==> images/closeup.png <==
Region (34, 56) to (64, 86) um. Cells in gray, sequential cells in the stronger gray; small squares are vias.
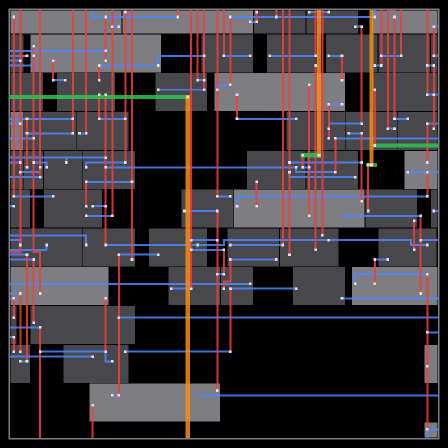
==> images/gates.png <==
Scale: 4 px per um.
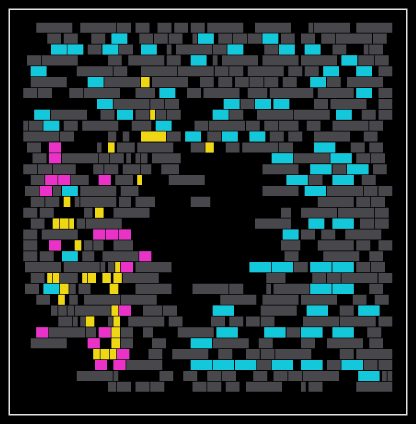
==> images/congestion_map.png <==
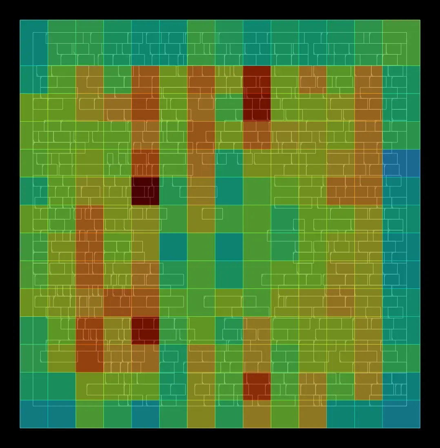
### config.mk
export PLATFORM = sky130hd
export DESIGN_NAME = smoke_call_initiator
export DESIGN_NICKNAME = d
export VERILOG_FILES = /design/src/rtl/smoke_call_initiator.sv
export SDC_FILE = /design/constraint.sdc
export NUM_CORES = 1
export LEC_CHECK = 0
export CAP_MARGIN = 10
export CORE_AREA = 3 3 96 98
export DETAILED_ROUTE_END_ITERATION = 6
export DIE_AREA = 0 0 99 101
export PLACE_DENSITY = 0.84
export SLEW_MARGIN = 20
export SYNTH_ARGS = -nofsm -noshare
export SYNTH_HDL_FRONTEND = slang
export SYNTH_SLANG_ARGS = --single-unit
### constraint.sdc
create_clock -name clock -period 2.84 [get_ports clock]
set_input_delay 0.426 -clock clock [delete_from_list [all_inputs] [get_ports clock]]
set_output_delay 0.426 -clock clock [all_outputs]
set_load 0.02 [all_outputs]
### src/rtl/smoke_call_initiator.sv
`default_nettype none
// ============================================================================
// Module  : smoke_call_initiator
// Brief   : HDL-side caller of the smoke "inc" RPC; one tagged call in flight.
//           Optional macro SMOKE_CALL_INITIATOR_TIMEOUT_EN adds a WAIT timeout.
// Revision: 1.0 - initial release
// ============================================================================
module smoke_call_initiator #(
    parameter int unsigned DATA_W    = 32,
    parameter int unsigned ID_W      = 8,
    parameter int unsigned METHOD_ID = 0,
    parameter int unsigned TAG_W     = 4,
    parameter int unsigned TIMEOUT   = 1024,
    parameter int unsigned CNT_W     = 16
) (
    input  logic              clock,
    input  logic              reset_n,
    input  logic              req_valid,
    output logic              req_ready,
    input  logic [DATA_W-1:0] req_data,
    output logic              call_valid,
    input  logic              call_ready,
    output logic [ID_W-1:0]   call_id,
    output logic [TAG_W-1:0]  call_tag,
    output logic [DATA_W-1:0] call_arg,
    input  logic              ret_valid,
    input  logic [TAG_W-1:0]  ret_tag,
    input  logic [DATA_W-1:0] ret_val,
    output logic              rsp_valid,
    input  logic              rsp_ready,
    output logic [DATA_W-1:0] rsp_data,
    output logic              rsp_err,
    output logic              busy,
    output logic [CNT_W-1:0]  calls_done
);

    typedef enum logic [1:0] {
        S_IDLE = 2'd0,
        S_CALL = 2'd1,
        S_WAIT = 2'd2,
        S_RESP = 2'd3
    } state_t;

    state_t              state_q, state_d;
    logic [TAG_W-1:0]    tag_q, tag_d;
    logic [CNT_W-1:0]    calls_done_q, calls_done_d;
    logic [DATA_W-1:0]   call_arg_q, call_arg_d;
    logic [DATA_W-1:0]   rsp_data_q, rsp_data_d;
    logic                ret_match;

    // A timeout window shorter than two cycles cannot be counted.
    if (TIMEOUT < 2) begin : g_bad_timeout
        $error("smoke_call_initiator: TIMEOUT must be at least 2");
    end

    assign ret_match = ret_valid && (ret_tag == tag_q);

`ifdef SMOKE_CALL_INITIATOR_TIMEOUT_EN
    localparam int unsigned      TMO_W    = $clog2(TIMEOUT);
    localparam logic [TMO_W-1:0] TMO_LAST = TMO_W'(TIMEOUT - 1);

    logic [TMO_W-1:0] tmo_q, tmo_d;
    logic             rsp_err_q, rsp_err_d;
`endif

    always_ff @(posedge clock or negedge reset_n) begin
        if (!reset_n) begin
            state_q      <= S_IDLE;
            tag_q        <= '0;
            calls_done_q <= '0;
            call_arg_q   <= '0;
            rsp_data_q   <= '0;
`ifdef SMOKE_CALL_INITIATOR_TIMEOUT_EN
            tmo_q        <= '0;
            rsp_err_q    <= 1'b0;
`endif
        end else begin
            state_q      <= state_d;
            tag_q        <= tag_d;
            calls_done_q <= calls_done_d;
            call_arg_q   <= call_arg_d;
            rsp_data_q   <= rsp_data_d;
`ifdef SMOKE_CALL_INITIATOR_TIMEOUT_EN
            tmo_q        <= tmo_d;
            rsp_err_q    <= rsp_err_d;
`endif
        end
    end

    always_comb begin
        state_d      = state_q;
        tag_d        = tag_q;
        calls_done_d = calls_done_q;
        call_arg_d   = call_arg_q;
        rsp_data_d   = rsp_data_q;
`ifdef SMOKE_CALL_INITIATOR_TIMEOUT_EN
        tmo_d        = tmo_q;
        rsp_err_d    = rsp_err_q;
`endif
        case (state_q)
            S_IDLE: begin
                if (req_valid) begin
                    call_arg_d = req_data;
                    state_d    = S_CALL;
                end
            end
            S_CALL: begin
                if (call_ready) begin
                    state_d = S_WAIT;
`ifdef SMOKE_CALL_INITIATOR_TIMEOUT_EN
                    tmo_d   = '0;
`endif
                end
            end
            S_WAIT: begin
                // A matching return beats a timeout expiring in the same cycle.
                if (ret_match) begin
                    rsp_data_d = ret_val;
                    state_d    = S_RESP;
`ifdef SMOKE_CALL_INITIATOR_TIMEOUT_EN
                    rsp_err_d  = 1'b0;
                end else if (tmo_q == TMO_LAST) begin
                    rsp_data_d = '0;
                    rsp_err_d  = 1'b1;
                    state_d    = S_RESP;
                end else begin
                    tmo_d      = tmo_q + 1'b1;
`endif
                end
            end
            S_RESP: begin
                if (rsp_ready) begin
                    tag_d   = tag_q + 1'b1;
                    state_d = S_IDLE;
                    if (calls_done_q != '1) begin
                        calls_done_d = calls_done_q + 1'b1;
                    end
                end
            end
            default: state_d = S_IDLE;
        endcase
    end

    assign req_ready  = (state_q == S_IDLE);
    assign call_valid = (state_q == S_CALL);
    assign rsp_valid  = (state_q == S_RESP);
    assign busy       = (state_q != S_IDLE);
    assign call_id    = ID_W'(METHOD_ID);
    assign call_tag   = tag_q;
    assign call_arg   = call_arg_q;
    assign rsp_data   = rsp_data_q;
    assign calls_done = calls_done_q;
`ifdef SMOKE_CALL_INITIATOR_TIMEOUT_EN
    assign rsp_err    = rsp_err_q;
`else
    assign rsp_err    = 1'b0;
`endif

endmodule
`default_nettype wire
==> flow_summary.yaml <==
# physical design summary
worst_setup_path:
  startpoint: "state_q[0]"
  crit_path_max_fanout: 5
  cp_slowest_cell: "clkdlybuf4s50_1"
  r2r_slack_ns: 1.02
  reg2reg_to: "calls_done[1]"
  required_ns: 2.41
  cp_data_arrival_time_ns: 1.79
  worst-path-stages: 3
cells_and_area:
  n_antenna_cell: 0
  fin_nets: 507
  area_growth_pct: 50.1
  drive_gt1_share_pct: 20.2
global_route:
  grt_start_max_net_pins: 87
  grt_pass1_wl_mm: 14.6
timing:
  worst_clock_skew_ns: 0.00910
  max_slew_margin_pct: 48.4
  grt_setup_unrepaired: "false"
  setup_viol: 0
  tns_ns: 0
  fin_crit_sh_pct: 77.9
  slew_violations: 0
outcome:
  outcome: "complete, no violations"
placement:
  placed_cells: 523
  dp_hpwl_mm: 6.56
floorplanning:
  die_y_um: 101
  fp_util_pct: 44.2
  row_count: 34
  core-area_mm2: 0.00855
  dieWidth_um: 99
  io-pin-count: 171
pwr:
  power.density_mw_per_mm2: 951
  power.total_mw: 5.40
  p_leak_nw: 2.51
  irDropWorstVdd_uv: 553
min_path:
  min_path_type: "input pin to asynchronous set/reset pin"
job:
  warnings: 30
clock_tree:
  htree_num_levels: 3
  cts_hold_buffers: 0
synthesis:
  avgSynthCellArea_um2: 14.6
  syn_inst: 259
  ys_seq_share_pct: 57.0
route:
  drt_first_pass_iters: 4
  drc: 0
## Picture notes: closeup.png
- orange: M4
- blue: M1
- red: M2
- green: M3
- sequential cells in the window: 9
- cells with their middle in the window: 43
- netlist names of flops here include: `call_arg` (8), `state_q` (1)
- most frequent: clkdlybuf4s50_1 (18), dfrtp_1 (9), mux2_2 (8)

## Picture notes: gates.png
- cyan: mux cells (cells 67; most used mux2_2; where widely spread)
- magenta: xor and xnor cells (cells 19; most used xnor2_1)
- yellow: nand cells (cells 30)
Commonest Layout Cell: clkdlybuf4s50_1
final cell count without fillers: 539
logic share of the area: 27.0%

## Picture notes: congestion_map.png
GRT Util Overall: 18.4%
DR WL/cell: 16.7 um
M3 GR Usage: 3.60%
final core utilization: 66.3%
met2 Usage GRT: 29.5%

==> synth_stat cells <==
cell / number / area (um2)
dfrtp_1: 86 / 2150
a21boi_0: 1 / 7.51
nand2b_1: 3 / 18.8
a31oi_1: 2 / 12.5
nand3_4: 1 / 17.5
o21ai_0: 1 / 5.00
nor3_4: 1 / 16.3
nand3_1: 10 / 50.1
buf_1: 3 / 11.3
and3_1: 4 / 25.0
nor2_1: 5 / 18.8
buf_6: 3 / 33.8
inv_1: 4 / 15.0
mux2_2: 37 / 417
o31ai_1: 2 / 15.0
buf_4: 9 / 67.6
nor3_1: 1 / 5.00
a211oi_1: 2 / 15.0
xnor2_1: 14 / 123
nor4_1: 1 / 6.26
conb_1: 1 / 3.75
nand2_1: 6 / 22.5
a311o_1: 1 / 10.0
a41oi_1: 1 / 8.76
mux2_4: 30 / 450
and2_1: 1 / 6.26
nand4_1: 10 / 62.6
xor2_1: 5 / 43.8
and4_1: 3 / 26.3
ha_1: 7 / 87.6
a21oi_1: 3 / 15.0
and4b_1: 1 / 10.0
==> metal layers <==
layer,vias up,GRT usage (%),routed length [um]
met4,0,6.62,129
met3,12,3.60,541
met2,107,29.5,4480
met5,-,0,0
li1,1239,-,-
met1,1328,24.9,3860
==> stage by stage <==
stage	hold slack, ns	worst slack (ns)
final	0.129	0.628
after global routing	0.195	0.539
after CTS	0.309	0.594
after global placement	0.488	0.774
after detailed placement	0.493	0.743
after floorplan	0.130	1.09
==> power breakdown <==
part / total [mW] / internal (mW) / switching (mW)
clock network: 0.873 / 0.431 / 0.441
registers: 1.96 / 1.66 / 0.292
logic: 2.57 / 1.40 / 1.17
total: 5.40 / 3.49 / 1.90
==> cell type report <==
type | count | area [um2]
sequential | 86 | 2150
clock buffer | 11 | 141
clock inverter | 5 | 58.8
multi-input combinational | 162 | 1530
fill | 641 | 2880
inverter | 4 | 15.0
timing repair buffer | 163 | 1640
tap | 108 | 135
==> registers in the layout (all words and copies together), names as in the netlist <==
name / count
call_arg: 32
call_tag: 4
calls_done: 16
rsp_data: 32
state_q: 2
==> how the worst min path moves through the flow <==
stage | from | endpoint | slack (ns) | cells after the start
floorplan | reset_n | call_arg[0] | 0.13 | 0
global placement | rsp_data[31] | rsp_data[31] | 0.49 | 1
detailed placement | rsp_data[3] | rsp_data[3] | 0.49 | 1
CTS | reset_n | call_arg[14] | 0.31 | 1
global route | reset_n | call_arg[10] | 0.19 | 1
finish | reset_n | call_arg[14] | 0.13 | 1
==> cells by family after synthesis <==
family / after synthesis / share of synthesized area, %
adders and majority gates: 7 / 2.32
DFF: 86 / 57.0
AOI/OAI and AO/OA: 13 / 2.35
buffers and inverters: 19 / 3.38
xor gates and xnor gates: 19 / 4.40
other: 1 / 0.0992
and+or+nand+nor: 47 / 7.55
muxes: 67 / 22.9
Power figures rest on the tool's default switching activity, not on a simulated workload.
